### config.mk
export PLATFORM = sky130hd
export DESIGN_NAME = if_stage
export DESIGN_NICKNAME = d
export VERILOG_FILES = /design/src/rtl/if_stage.sv
export SDC_FILE = /design/constraint.sdc
export NUM_CORES = 1
export LEC_CHECK = 0
export CAP_MARGIN = 10
export CORE_ASPECT_RATIO = 1.1
export CORE_MARGIN = 2
export CORE_UTILIZATION = 41
export CTS_BUF_LIST = sky130_fd_sc_hd__clkbuf_8
export DETAILED_ROUTE_END_ITERATION = 10
export GPL_ROUTABILITY_DRIVEN = 0
export PLACE_DENSITY = 0.79
export SKIP_CTS_REPAIR_TIMING = 1
export SLEW_MARGIN = 20
export SYNTH_ARGS = -nofsm -noshare
export SYNTH_HDL_FRONTEND = slang
export SYNTH_SLANG_ARGS = --single-unit
### constraint.sdc
create_clock -name clk -period 3.3 [get_ports clk]
set_clock_uncertainty 0.1 [all_clocks]
set_input_delay 0.66 -clock clk [delete_from_list [all_inputs] [get_ports clk]]
set_output_delay 0.66 -clock clk [all_outputs]
set_load 0.05 [all_outputs]
### src/rtl/if_stage.sv
// Instruction-fetch stage: issues one instruction-memory request at a time and
// hands completed fetches to the IF/ID register as {valid, pc, instr}.
module if_stage #(
    parameter logic [31:0] RESET_PC = 32'h0000_0000,
    parameter int          W        = 65
) (
    input  logic          clk,
    input  logic          rst,
    input  logic          pc_write,
    input  logic          flush,
    input  logic [31:0]   br_target,
    output logic          imem_req,
    output logic [31:0]   imem_addr,
    input  logic          imem_ready,
    input  logic          imem_rvalid,
    input  logic [31:0]   imem_rdata,
    output logic [W-1:0]  if_id_d,
    output logic          if_id_write
);

    typedef enum logic [1:0] {
        S_REQ  = 2'd0,
        S_WAIT = 2'd1,
        S_FULL = 2'd2
    } state_e;

    state_e       state_q, state_d;
    logic [31:0]  pc_q, pc_d;
    logic [64:0]  pkt_q, pkt_d;
    logic         drop_q, drop_d;

    always_ff @(posedge clk or posedge rst) begin
        if (rst) begin
            state_q <= S_REQ;
            pc_q    <= RESET_PC;
            pkt_q   <= 65'h0;
            drop_q  <= 1'b0;
        end else begin
            state_q <= state_d;
            pc_q    <= pc_d;
            pkt_q   <= pkt_d;
            drop_q  <= drop_d;
        end
    end

    always_comb begin
        state_d = state_q;
        pc_d    = pc_q;
        pkt_d   = pkt_q;
        drop_d  = drop_q;
        if (flush) begin
            pc_d      = {br_target[31:2], 2'b00};
            pkt_d[64] = 1'b0;
            state_d   = S_REQ;
            // A response still owed by memory must be swallowed after a redirect,
            // including one whose request is being accepted on this very edge.
            unique case (state_q)
                S_WAIT:  drop_d = ~imem_rvalid;
                S_REQ:   drop_d = drop_q ? ~imem_rvalid : imem_ready;
                default: drop_d = 1'b0;
            endcase
        end else begin
            unique case (state_q)
                S_REQ: begin
                    if (drop_q) begin
                        if (imem_rvalid) drop_d = 1'b0;
                    end else if (imem_ready) begin
                        state_d = S_WAIT;
                    end
                end
                S_WAIT: begin
                    if (imem_rvalid) begin
                        pkt_d   = {1'b1, pc_q, imem_rdata};
                        pc_d    = pc_q + 32'd4;
                        state_d = S_FULL;
                    end
                end
                S_FULL: begin
                    if (pc_write) begin
                        pkt_d[64] = 1'b0;
                        state_d   = S_REQ;
                    end
                end
                default: state_d = S_REQ;
            endcase
        end
    end

    assign imem_req    = (state_q == S_REQ) && !drop_q;
    assign imem_addr   = pc_q;
    assign if_id_d     = pkt_q;
    assign if_id_write = (pkt_q[64] & pc_write) | flush;

endmodule

Clock wiring as the flow saved it:
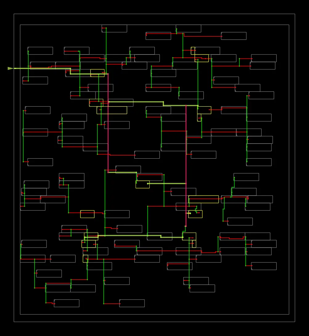
Flop Count: 96
Clock net power: 0.834 mW
clock tree sinks: 96
number of clock buffers in the layout: 10

==> results.txt <==
Implementation numbers.

- The most used flip-flop cell after synthesis reads dfrtp_1.
- The run finished with clean final reports.
- The flip-flop count of the largest register, all copies and words added reads 63.
- The buffering overhead is 26.7%.
- Measured along the x axis, the die boundary spans 103 µm.
- Yosys reports that the most numerous cell types are 96 x dfrtp_1, 62 x mux2_2, 31 x nand2_1, 21 x nor2_1, 18 x o21ai_0.
- Global routing used 33.9% of the available met2 tracks.
- The final setup violation count reads 0.
- In this build the clock could be raised as far as 369 MHz.
- The utilization of the core after routing reads 60.9%.
- The depth of the critical timing path with buffers and inverters included reads 2.
- The number of remaining DRC errors reads 0.
- After detailed placement, the design holds a cell count of 666.
- The core footprint is 10,400 µm².
- The fraction of synthesized cell area in xor and xnor cells reads 2.38%.
- In this run the worst path has a maximum fanout of 8.
- The vias after detailed routing is 3,574.
- The net switching share of the total power is 45.0%.
- The sequential portion of the cell area reads 37.8%.
- The count of pins over their slew limit is 0.
- met2 is the most crowded layer.
- The number of violations of the max-capacitance limit is 0.
- The fraction of registers with async set/reset reads 100%.
- In the detailed route, the total length drawn on met3 is 725 µm.
- Registers take 2400 µm².
- The hold-critical path endpoint is if_id_d[45].
- In this design, the largest share of critical-path delay is due to buffers and inverters.
- The register clock-pin slew on the reported worst setup and hold paths is 90 ps.
- The antenna diode count is 0.
- The biggest slice of the total power is consumed by combinational logic.
- The relative contribution of combinational cells to total power is 52.1%.
- Per the Yosys statistics, synthesis produced 377 cells.
- The cell row count reads 39.
- Counting distinct cell types in the post-synthesis netlist gives 49.
- The count of final hold-check violations reads 0.
- The area figure in the yosys stat output is 4410 µm².
- The capturing point of the worst reg2reg path reads imem_addr[23].
- The slowest stage of the critical path is the clkdlybuf4s50_1 cell.
- The leading area contributor after synthesis is dfrtp_1.
- The total internal power is 3.06 mW.
- The cell class ranked first by area is registers.
- The highest ir drop seen on vdd reads 0.000494 V.
- Once detail routing completed, the nets flagged for antenna violations numbered 0.
- STA classifies the critical path endpoint as an output pin.
- The time the final worst path needs with I/O delays and setup is 2710 ps.
- The worst hold path cell count reads 1.
- The buffer cell driving the clock tree root is clkbuf_8.
- The HPWL reported at the end of detailed placement reads 8290 µm.
- Multi-input logic gates represent a cell area share of 28.7%.
- The number of vias per cell after detailed routing is 5.24.
Ports around the boundary:
Pins as bars across the die edge, other pins in grey.
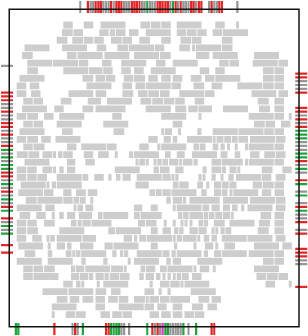
legend:
  `br_target`:
    colour: green
    pins: 32
    direction: input
    edge: 12 bottom, 9 left, 9 right, 2 top
  `imem_rvalid`:
    colour: magenta
    pins: 1
    direction: input
    edge: bottom
  `if_id_d`:
    colour: red
    pins: 65
    direction: output
    edge: 26 top, 16 right, 15 left, 8 bottom
all pins by edge: 53 top, 42 right, 40 left, 34 bottom

Power is estimated from default activity; no workload was simulated.
